`config.mk`:
```
export PLATFORM = sky130hd
export DESIGN_NAME = prog_updown_counter
export DESIGN_NICKNAME = d
export VERILOG_FILES = /design/src/rtl/prog_counter_pkg.sv /design/src/rtl/prog_counter_prescaler.sv /design/src/rtl/prog_updown_counter.sv
export SDC_FILE = /design/constraint.sdc
export NUM_CORES = 1
export LEC_CHECK = 0
export CORE_UTILIZATION = 50
export CTS_BUF_LIST = sky130_fd_sc_hd__clkbuf_4 sky130_fd_sc_hd__clkbuf_8
export CTS_CLUSTER_DIAMETER = 120
export CTS_CLUSTER_SIZE = 16
export DETAILED_ROUTE_END_ITERATION = 10
export PLACE_DENSITY = 0.76
export SYNTH_ARGS = -nofsm -noshare
export SYNTH_HDL_FRONTEND = slang
export SYNTH_HIERARCHICAL = 1
export SYNTH_SLANG_ARGS = --single-unit
```
`constraint.sdc`:
```
create_clock -name clk -period 5.3 [get_ports clk]
set_clock_uncertainty 0.15 [all_clocks]
set_input_delay 1.325 -clock clk [delete_from_list [all_inputs] [get_ports clk]]
set_output_delay 1.325 -clock clk [all_outputs]
set_load 0.01 [all_outputs]
```
`src/rtl/prog_counter_pkg.sv`:
```
// Shared types and constants for the programmable up/down counter.
package prog_counter_pkg;

  typedef enum logic [1:0] {
    UP_WRAP = 2'b00,
    DN_WRAP = 2'b01,
    BOUNCE  = 2'b10,
    HOLD    = 2'b11
  } cnt_mode_e;

  localparam logic DIR_UP = 1'b0;
  localparam logic DIR_DN = 1'b1;

endpackage

```
`src/rtl/prog_counter_prescaler.sv`:
```
// Enable prescaler: emits one tick every div+1 enabled cycles; clr restarts the period.
// Only instantiated when UDC_PRESCALE_EN is defined.
module prog_counter_prescaler #(
  parameter int unsigned PRESC_W = 8
) (
  input  logic               clk,
  input  logic               asyn_rstn,
  input  logic               enb,
  input  logic               clr,
  input  logic [PRESC_W-1:0] div,
  output logic               tick
);

  logic [PRESC_W-1:0] cnt_q;

  // Wrap on >= so a div lowered below the running count recovers at once.
  always_ff @(posedge clk or negedge asyn_rstn) begin
    if (!asyn_rstn) begin
      cnt_q <= '0;
    end else if (clr) begin
      cnt_q <= '0;
    end else if (enb) begin
      cnt_q <= (cnt_q >= div) ? '0 : cnt_q + 1'b1;
    end
  end

  assign tick = enb && !clr && (cnt_q == div);

endmodule

```
`src/rtl/prog_updown_counter.sv`:
```
// Programmable up/down counter: wrap-up, wrap-down, bounce and hold modes with bounds and step.
// Optional enable prescaler is built when UDC_PRESCALE_EN is defined.
module prog_updown_counter
  import prog_counter_pkg::*;
#(
  parameter int unsigned     WIDTH   = 4,
  parameter int unsigned     STEP_W  = 2,
  parameter logic [WIDTH-1:0] RST_VAL = '0
`ifdef UDC_PRESCALE_EN
  ,
  parameter int unsigned     PRESC_W = 8
`endif
) (
  input  logic              clk,
  input  logic              asyn_rstn,
  input  logic              enb,
  input  logic              load,
  input  logic [WIDTH-1:0]  data_in,
  input  logic [1:0]        mode,
  input  logic [WIDTH-1:0]  lim_lo,
  input  logic [WIDTH-1:0]  lim_hi,
  input  logic [STEP_W-1:0] step,
`ifdef UDC_PRESCALE_EN
  input  logic [PRESC_W-1:0] presc_div,
`endif
  output logic [WIDTH-1:0]  count,
  output logic              dir,
  output logic              tc,
  output logic              cfg_err
);

  localparam int unsigned SW = WIDTH + 1;

  logic             tick;
  logic             advance;
  cnt_mode_e        mode_e;
  logic [SW-1:0]    step_ext, cnt_ext, hi_ext, up_sum, lo_sum;
  logic [WIDTH-1:0] dn_val;
  logic [WIDTH-1:0] count_d;
  logic             dir_d, tc_d, cfg_err_d;

`ifdef UDC_PRESCALE_EN
  prog_counter_prescaler #(
    .PRESC_W (PRESC_W)
  ) u_presc (
    .clk       (clk),
    .asyn_rstn (asyn_rstn),
    .enb       (enb),
    .clr       (load),
    .div       (presc_div),
    .tick      (tick)
  );
`else
  assign tick = enb;
`endif

  // One extra bit keeps count+step and lim_lo+step from overflowing in the compares.
  assign step_ext = SW'(step);
  assign cnt_ext  = {1'b0, count};
  assign hi_ext   = {1'b0, lim_hi};
  assign up_sum   = cnt_ext + step_ext;
  assign lo_sum   = {1'b0, lim_lo} + step_ext;
  assign dn_val   = count - WIDTH'(step);
  assign mode_e   = cnt_mode_e'(mode);
  assign advance  = tick && (step != '0) && (mode_e != HOLD);

  always_comb begin
    count_d   = count;
    dir_d     = dir;
    tc_d      = 1'b0;
    cfg_err_d = (lim_lo > lim_hi);
    if (load) begin
      count_d = data_in;
    end else if (!cfg_err && advance) begin
      unique case (mode_e)
        UP_WRAP: begin
          dir_d = DIR_UP;
          if (up_sum > hi_ext) begin
            count_d = lim_lo;
            tc_d    = 1'b1;
          end else begin
            count_d = up_sum[WIDTH-1:0];
          end
        end
        DN_WRAP: begin
          dir_d = DIR_DN;
          if (cnt_ext < lo_sum) begin
            count_d = lim_hi;
            tc_d    = 1'b1;
          end else begin
            count_d = dn_val;
          end
        end
        BOUNCE: begin
          if (dir == DIR_UP) begin
            if (up_sum >= hi_ext) begin
              count_d = lim_hi;
              dir_d   = DIR_DN;
              tc_d    = 1'b1;
            end else begin
              count_d = up_sum[WIDTH-1:0];
            end
          end else begin
            if (cnt_ext <= lo_sum) begin
              count_d = lim_lo;
              dir_d   = DIR_UP;
              tc_d    = 1'b1;
            end else begin
              count_d = dn_val;
            end
          end
        end
        HOLD: ;
      endcase
    end
  end

  always_ff @(posedge clk or negedge asyn_rstn) begin
    if (!asyn_rstn) begin
      count   <= RST_VAL;
      dir     <= DIR_UP;
      tc      <= 1'b0;
      cfg_err <= 1'b0;
    end else begin
      count   <= count_d;
      dir     <= dir_d;
      tc      <= tc_d;
      cfg_err <= cfg_err_d;
    end
  end

endmodule
```
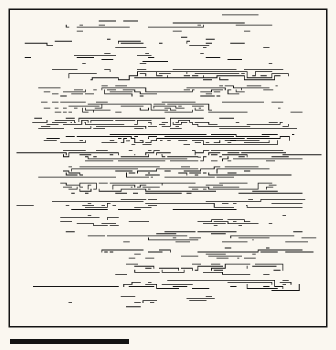
Figure 1: metal 1.
Scale bar: 20 µm.
- wire length on this layer: 1500 µm
- nets with wire on the layer: 198
- main direction: horizontal
global routing met1 resource utilization: 36.83%
Via Count: 1330
DRT Wirelength: 3564 µm

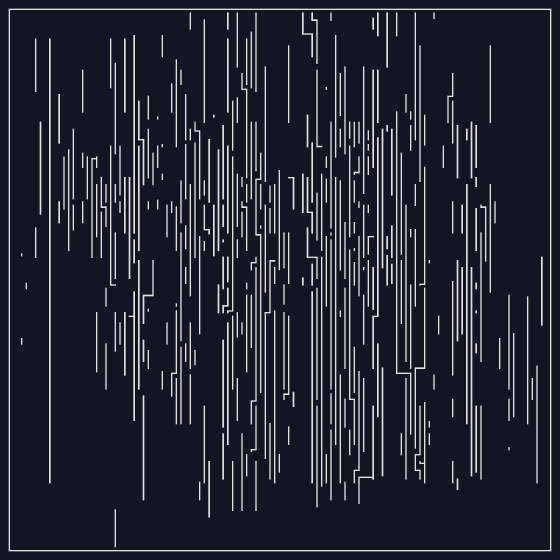
Figure 2: metal 2.
- main direction: vertical
- longest straight run: 43.5 µm
- wire length on this layer: 1740 µm
global routing usage on met2: 48.52%

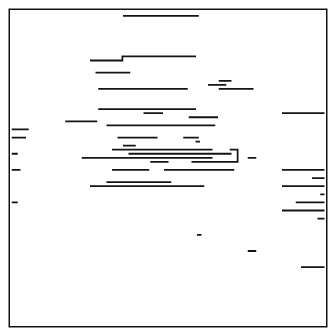
Figure 3: signal wires on met3.
- longest straight run: 21.6 µm
- nets with wire on the layer: 38
- main direction: horizontal
- wire length on this layer: 282 µm
- share of all routed wire: 7.9%
GR met3 Demand/Resource: 6.897%

==> summary.txt <==
The implementation run finished. The run finished with clean final reports. Global-route wire length before repair landed at 5844 µm. The completed layout was analyzed and its total power is 390.8 µW.

Looking at area per cell type in the netlist, the leader is sky130_fd_sc_hd__ha_1. Number of global-route vias before repair landed at 1304. For this run the top cell type by instance count after synthesis was sky130_fd_sc_hd__ha_1. STA classifies the critical path endpoint as a flip-flop. By instance count, the cell type seen most on the critical path is sky130_fd_sc_hd__ha_1. The critical path is of the in2reg type.

Overall die width landed at 53.02 µm. Core box area landed at 2477 µm². For this run, the script counts the antenna cells in the layout as 0. Worst slew margin relative to its limit landed at 68.48%. TritonCTS created 3 clock buffers. In this run the remaining antenna-violating nets after routing total 0. Mean area per synthesized cell landed at 8.505 µm². The worst register-to-register path depth is 10. In the synthesized netlist the dominant register cell turns out to be sky130_fd_sc_hd__dfrtp_1. The report puts the hold buffer count at CTS at 0.

Relative to the synthesized area, the layout overhead comes to 22.31%. In this run the maximum-capacitance check reported violations numbering 0. Final clock period utilization by the worst path landed at 91.30%.

Setup repair after global routing left no endpoint under its margin. For this run, the slowest stage of the critical path takes 0.50 ns. Worst hold path cell count landed at 3. Number of enable flip-flop cells landed at 0. The clock drives 7 sinks. Maximum clock rate landed at 206.7 MHz.

Die outline height landed at 53.02 µm. Total routing usage reported by global routing landed at 28.81%. In this run the most critical hold path is launched from cfg_err$_DFF_PN0_. Clock transition at the register clock pins on the worst setup and hold paths after CTS landed at 0.06 ns. Slew of the pin with the lowest slew margin landed at 0.4714 ns. Minimum period implied by the final worst setup slack landed at 4.839 ns. Per the OpenROAD power report, leakage power amounts to 0.7121 nW. Fraction of synthesis flops using an asynchronous set or reset pin landed at 100.0%. Fraction of the core area occupied by cells at floorplan landed at 52.53%. Maximum number of pins on one net before global-route repair landed at 15. During placement, the flow inserted port buffers numbering 26. The first detailed-routing pass ran for 6 iterations.

Chip area in the Yosys report landed at 1301 µm². Number of cells in Yosys stat landed at 153. Share of final-layout standard cells stronger than drive strength 1 landed at 8.475%. Post-CTS repair timing setup buffer count landed at 0. Final estimated routing congestion in global placement landed at 0.9745. Count of boundary I/O pins landed at 27. Cells fill 64.24% of the core in the end. Count of tool warnings landed at 31.

Cell count after synthesis landed at 153. The report lists the number of cells resized after CTS as 0. The script parses the final routing iteration and logs DRC violations as 0. DRC marker count from the first detailed-route iteration landed at 60. In the routed layout, each cell is associated on average with a via count of 6.425. Number of endpoints failing setup at the final stage landed at 0.

The initial antenna violation count came to 0. Arrival time at the worst endpoint landed at 4.80 ns. Per the final report, max-transition violations number 0. Count of buffer and inverter cells on the critical path landed at 1. TritonCTS built the clock tree.

Counting along the longest clock path gives a buffer depth of 2. Data required time of the critical path landed at 5.27 ns. After synthesis, the most frequently instantiated cells are sky130_fd_sc_hd__ha_1 (22), sky130_fd_sc_hd__inv_1 (16), sky130_fd_sc_hd__o21ai_0 (11). The worst setup path is launched from an input pin. The number of different library cells used by synthesis comes to 48.

The worst register-to-register path ends at count[1]$_DFFE_PN0P_. Note that the worst hold path type here is reg2reg. STA lists the maximum fanout along the critical path as 5. Detailed placement ended at an HPWL of 2944 µm. Deepest level of the CTS H-tree landed at 1. For hold timing, the worst endpoint is tc$_DFF_PN0_.

The layout has 220 filler cells. Maximum vdd ir drop landed at 0.2665 mV. In this run the cell area of the synthesized design comes to 1301 µm². Register share after synthesis landed at 13.46%. Number of synthesis warnings landed at 6.

For this sky-water flow run, the detailed-routed wirelength per cell is reported as 17.22 µm.
## registers in the layout (all words and copies together) (netlist names)
name / cells
dir: 1
tc: 1
cfg_err: 1
count: 4
## layer usage
metal	wire length [µm]	GRT usage, %	vias to the layer above	part of all wire [%]
met2	1743	48.52	72	49
met1	1497	36.83	635	42
li1	-	-	617	-
met4	40	6.140	0	1.1
met3	282	6.897	6	7.9
met5	0	0	-	0
## area by class of cell
class / instances / area, µm² / area share [%]
clock buffers: 3 / 22.52 / 1.415
clock inverters: 1 / 5.005 / 0.3145
inverters: 16 / 60.06 / 3.774
multi-input cells: 124 / 1031 / 64.78
flip-flops and latches: 7 / 175.2 / 11.01
well taps: 30 / 37.54 / 2.358
repair buffers: 26 / 260.3 / 16.35
## through the flow
stage	area, µm²	setup slack [ns]	hold WS (ns)	instances
floorplan	1301	1.102	0.4730	153
global placement	1564	0.3753	0.5844	203
detailed placement	1564	0.2617	0.5422	203
CTS	1592	0.5150	0.5524	207
global route	1592	0.2787	0.5948	207
finish	1592	0.4614	0.5690	207
## layout by cell type, fill, tap and decap left out, drive strengths merged, types with 2 or more instances in the layout
cell,instances
nand2b,2
a221oi,2
mux2i,5
xor2,2
nor3,4
nor2b,4
nand3,2
a21oi,9
inv,16
a211oi,5
or2,3
dfrtp,7
clkdlybuf4s50,26
xnor2,4
o221a,2
o21a,2
mux2,3
a211o,2
nor2,8
o221ai,2
a2111oi,2
o211ai,2
ha,22
clkbuf,3
a21o,3
nand2,7
fa,3
o21ai,11
or3,2
## power breakdown
| part | total [mW] | internal [mW] | switching, mW |
|---|---|---|---|
| combinational | 0.262 | 0.123 | 0.140 |
| sequential | 0.0792 | 0.0614 | 0.0178 |
| clock | 0.0493 | 0.0277 | 0.0216 |
## worst max path at each step
stage	startpoint	to	slack [ns]	depth (start not counted)
floorplan	step[0]	count[1]$_DFFE_PN0P_	1.10	10
global placement	step[0]	count[1]$_DFFE_PN0P_	0.38	11
detailed placement	step[0]	count[1]$_DFFE_PN0P_	0.26	11
CTS	step[0]	count[1]$_DFFE_PN0P_	0.51	11
global route	step[1]	count[1]$_DFFE_PN0P_	0.28	12
finish	step[0]	count[1]$_DFFE_PN0P_	0.46	11
## cells by family after synthesis
kind of cell	share of synthesized area, %
simple gates	14.90
xor+xnor	4.038
fa+ha+maj	25.77
mux	6.442
flops	13.46
buf+inv	7.308
compound gates	28.08
## tightest hold or removal path: cells and delay by family (launching register included)
| family | cells | cell delay [ns] |
|---|---|---|
| AOI/OAI and AO/OA | 1 | 0.16 |
| DFF | 1 | 0.36 |
| and+or+nand+nor | 2 | 0.15 |
Power and IR drop assume default switching activity.
